[src/rtl/booth_mul_sched.sv]
// Purpose : round-robin sequencer for the shared 64x64 radix-2 Booth multiplier core.
// Latency : gnt at T, done/res at T+67, next grant possible at T+68.
// Backpres: requests seen while busy get no gnt; they must hold req until granted.
//
// Ports   : req0/req1 + a0/b0/a1/b1 from requesters, gnt0/gnt1 and done0/done1 back;
//           res carries the signed product; busy is high LOAD..CLEAR; core_* drive the
//           multiplier datapath (state, count, op_clear, operands) and return op_done/result.
// Option  : define MUL_TIMEOUT_EN to abort MUL after MUL_CYCLES+TMO_SLACK count steps;
//           that build adds the err output.
module booth_mul_sched #(
    parameter int DATA_W     = 64,
    parameter int CNT_W      = 7,
    parameter int MUL_CYCLES = 64,
    parameter int TMO_SLACK  = 4
) (
    input  logic                clk,
    input  logic                reset_n,
    input  logic                req0,
    input  logic                req1,
    input  logic [DATA_W-1:0]   a0,
    input  logic [DATA_W-1:0]   a1,
    input  logic [DATA_W-1:0]   b0,
    input  logic [DATA_W-1:0]   b1,
    output logic                gnt0,
    output logic                gnt1,
    output logic                done0,
    output logic                done1,
    output logic [2*DATA_W-1:0] res,
    output logic                busy,
    output logic                core_state,
    output logic [CNT_W-1:0]    core_count,
    output logic                core_op_clear,
    output logic [DATA_W-1:0]   core_multiplier,
    output logic [DATA_W-1:0]   core_multiplicand,
    input  logic                core_op_done,
    input  logic [2*DATA_W-1:0] core_result
`ifdef MUL_TIMEOUT_EN
    ,
    output logic                err
`endif
);

    typedef enum logic [1:0] {
        S_IDLE  = 2'd0,
        S_LOAD  = 2'd1,
        S_MUL   = 2'd2,
        S_CLEAR = 2'd3
    } state_t;

    // Visible count saturates here; the internal counter may run further
    // in the timeout build so it can see the slack expire.
    localparam logic [CNT_W-1:0] CNT_SAT = CNT_W'(MUL_CYCLES);
`ifdef MUL_TIMEOUT_EN
    localparam logic [CNT_W-1:0] CYC_MAX = CNT_W'(MUL_CYCLES + TMO_SLACK);
`else
    localparam logic [CNT_W-1:0] CYC_MAX = CNT_SAT;
`endif

    state_t                state_q;
    logic                  last_q;      // 1 = req1 was granted most recently
    logic                  owner_q;     // 1 = current operation belongs to req1
    logic [DATA_W-1:0]     mplier_q;
    logic [DATA_W-1:0]     mcand_q;
    logic [CNT_W-1:0]      cyc_q;
    logic [2*DATA_W-1:0]   res_q;
    logic                  done0_q;
    logic                  done1_q;
    logic                  busy_q;
    logic                  core_state_q;
    logic                  clear_q;
    logic                  err_q;
    logic                  pick0;
    logic                  pick1;

    // req1 wins a tie only when req0 was served last.
    always_comb begin
        pick1 = req1 & (~req0 | ~last_q);
        pick0 = req0 & ~pick1;
    end

    // Grant is combinational in IDLE; suppressed while reset is asserted so
    // nothing is handed out during a reset cycle.
    assign gnt0 = reset_n & (state_q == S_IDLE) & pick0;
    assign gnt1 = reset_n & (state_q == S_IDLE) & pick1;

    always_ff @(posedge clk) begin
        if (!reset_n) begin
            state_q      <= S_IDLE;
            last_q       <= 1'b1;
            owner_q      <= 1'b0;
            mplier_q     <= '0;
            mcand_q      <= '0;
            cyc_q        <= '0;
            res_q        <= '0;
            done0_q      <= 1'b0;
            done1_q      <= 1'b0;
            busy_q       <= 1'b0;
            core_state_q <= 1'b0;
            clear_q      <= 1'b0;
            err_q        <= 1'b0;
        end else begin
            done0_q <= 1'b0;
            done1_q <= 1'b0;
            err_q   <= 1'b0;
            case (state_q)
                S_IDLE: begin
                    if (pick0 | pick1) begin
                        owner_q  <= pick1;
                        last_q   <= pick1;
                        mplier_q <= pick1 ? a1 : a0;
                        mcand_q  <= pick1 ? b1 : b0;
                        busy_q   <= 1'b1;
                        state_q  <= S_LOAD;
                    end
                end
                S_LOAD: begin
                    cyc_q        <= '0;
                    core_state_q <= 1'b1;
                    state_q      <= S_MUL;
                end
                S_MUL: begin
                    if (core_op_done) begin
                        res_q        <= core_result;
                        done0_q      <= ~owner_q;
                        done1_q      <= owner_q;
                        core_state_q <= 1'b0;
                        clear_q      <= 1'b1;
                        cyc_q        <= '0;
                        state_q      <= S_CLEAR;
`ifdef MUL_TIMEOUT_EN
                    end else if (cyc_q == CYC_MAX) begin
                        res_q        <= '0;
                        done0_q      <= ~owner_q;
                        done1_q      <= owner_q;
                        err_q        <= 1'b1;
                        core_state_q <= 1'b0;
                        clear_q      <= 1'b1;
                        cyc_q        <= '0;
                        state_q      <= S_CLEAR;
`endif
                    end else if (cyc_q != CYC_MAX) begin
                        cyc_q <= cyc_q + 1'b1;
                    end
                end
                S_CLEAR: begin
                    clear_q <= 1'b0;
                    busy_q  <= 1'b0;
                    state_q <= S_IDLE;
                end
                default: state_q <= S_IDLE;
            endcase
        end
    end

    assign done0             = done0_q;
    assign done1             = done1_q;
    assign res               = res_q;
    assign busy              = busy_q;
    assign core_state        = core_state_q;
    assign core_count        = (cyc_q > CNT_SAT) ? CNT_SAT : cyc_q;
    assign core_op_clear     = clear_q;
    assign core_multiplier   = mplier_q;
    assign core_multiplicand = mcand_q;
`ifdef MUL_TIMEOUT_EN
    assign err               = err_q;
`else
    // err_q only matters when the timeout path exists.
    logic unused_err;
    assign unused_err = err_q;
`endif

endmodule

[config.mk]
export PLATFORM = sky130hd
export DESIGN_NAME = booth_mul_sched
export DESIGN_NICKNAME = d
export VERILOG_FILES = /design/src/rtl/booth_mul_sched.sv
export SDC_FILE = /design/constraint.sdc
export NUM_CORES = 1
export LEC_CHECK = 0
export ABC_AREA = 1
export ABC_CLOCK_PERIOD_IN_PS = 1800
export CAP_MARGIN = 20
export CORE_AREA = 5 5 253 255
export CTS_CLUSTER_DIAMETER = 80
export DETAILED_ROUTE_END_ITERATION = 10
export DIE_AREA = 0 0 258 260
export PLACE_DENSITY_LB_ADDON = 0.05
export SLEW_MARGIN = 10
export SYNTH_ARGS = -nofsm -noshare
export SYNTH_HDL_FRONTEND = slang
export SYNTH_SLANG_ARGS = --single-unit
[constraint.sdc]
create_clock -name clk -period 1.8 [get_ports clk]
set_clock_uncertainty 0.2 [all_clocks]
set_input_delay 0.45 -clock clk [delete_from_list [all_inputs] [get_ports clk]]
set_output_delay 0.45 -clock clk [all_outputs]
set_load 0.005 [all_outputs]
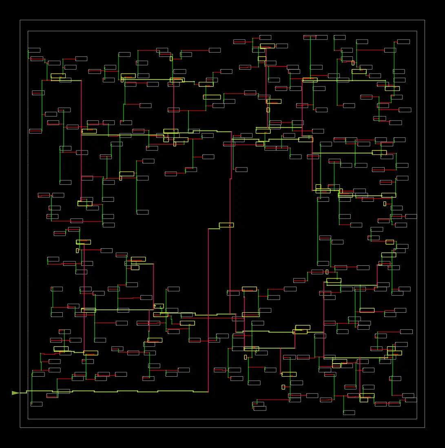
*Clock nets*
total clock buffers created by CTS: 39
clk latency late pin: 0.55 ns
flop count: 272

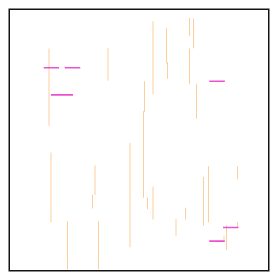
*Wiring by layer*
Scale: 1 px per um. Only two layers are drawn.
color	layer	wire length
magenta	M5	89.2 um
orange	M4	1000 um
total track usage: 0.174
Wirelength per Cell: 19.4 um
Post-Route WL: 62300 um
via count: 13400

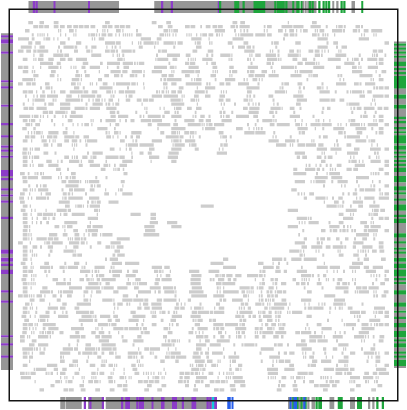
*Pin placement*
Scale: 1.5 px per um. Pins as bars across the die edge, other pins in gray.
color	port	pins	direction	edge
blue	`core_count`	7	output	bottom
purple	`core_multiplicand`	64	output	32 left, 25 bottom, 7 top
cyan	`busy`	1	output	bottom
green	`res`	128	output	80 right, 33 top, 15 bottom
all pins by edge	190 top, 165 left, 160 right, 144 bottom

==> deck_impl_summary.md <==
Implementation Results

Final timing
  • Period utilisation layout: 1.23
  • Minimum clock period after layout: 2.22 ns
  • Pins Over Slew Limit: 0
  • # setup viols final: around 140
  • Final setup margin: -0.421 ns
  • TNS Setup: -30.23 ns

Final layout
  • Logic inverters: 26
  • Final nets: 2799
  • Top cell excl fill/tap: nand2_1
  • Filler cells: 6500
  • Largest register FFs: about 130
  • Flop area: between 5000 and 6000 sq um
  • Buffering overhead: 0.364
  • Area Overhead vs Synth: 98.8%
  • Clock-cell share: 0.0551

Worst setup path
  • Critical Path Source: cyc_q[1]
  • Slowest stage delay, CP: approximately 0.33 ns
  • Worst R2R Setup Slack: -0.30 ns
  • Setup CP Type: flip-flop to output pin
  • Critical path capture point type: output pin

GRT
  • Busiest grt layer: met2
  • GR Util met2: 0.310
  • Overflow after GRT: 0

Power and ir drop
  • Seq pwr share: 0.276
  • Largest power group: combinational cells
  • Seq. pwr: a little under 0.009 W
  • Worst-case vdd ir drop: ~0.63 mV
  • Power Density: approximately 1400 nW/um^2

Route
  • Met3 routed WL: 5940 um
  • Routed vias/inst: approximately 4.2
  • # DRC: 0
  • Met1 wire length: ~24000 um

Yosys
  • EDFF count, synth: 0
  • Aoi share: 0.122
  • Comb area leader: simple AND/OR/NAND/NOR gates
  • Syn Inst Count: ~1700
  • Syn Std Cell Area: approximately 11000 sq um

Place
  • Placed cells: ~3000
  • Number of I/O port buffers: approximately 660
  • Area after DPL: approximately 19000 sq um

Clock tree
  • Clock sinks: approximately 270
  • Clock root cell: clkbuf_16

Min path
  • HP Start: reset_n
  • Hold endpoint: core_state

Outcome
  • Status: complete, but fails checks
  • Failing checks: setup timing
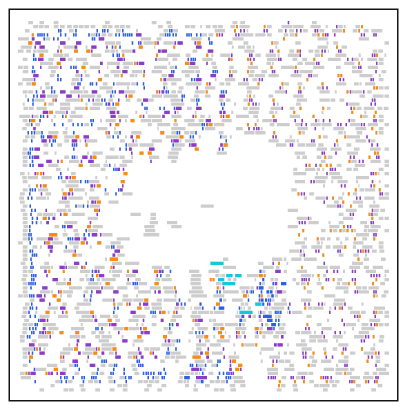
*Logic cells by family*
Scale: 1.5 px per um.
color	family	cells	most used
blue	nand cells	431	nand2_1
purple	nor cells	535	nor2_1
cyan	fa/ha/maj cells	7	ha_1
orange	aoi and oai cells	273	o21ai_0

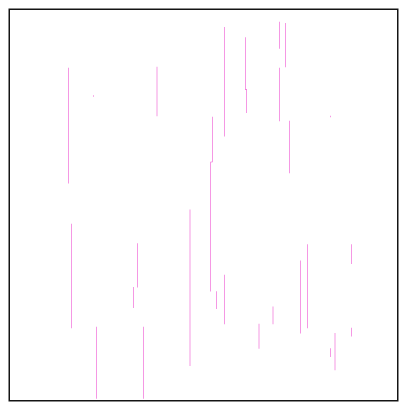
*The metal 4 layer*
Scale: 1.5 px per um.
main direction	vertical
longest straight run	104 um
nets with wire on the layer	16
share of all routed wire	1.6%
wire length on this layer	1000 um

Power is estimated from default activity; no workload was simulated.
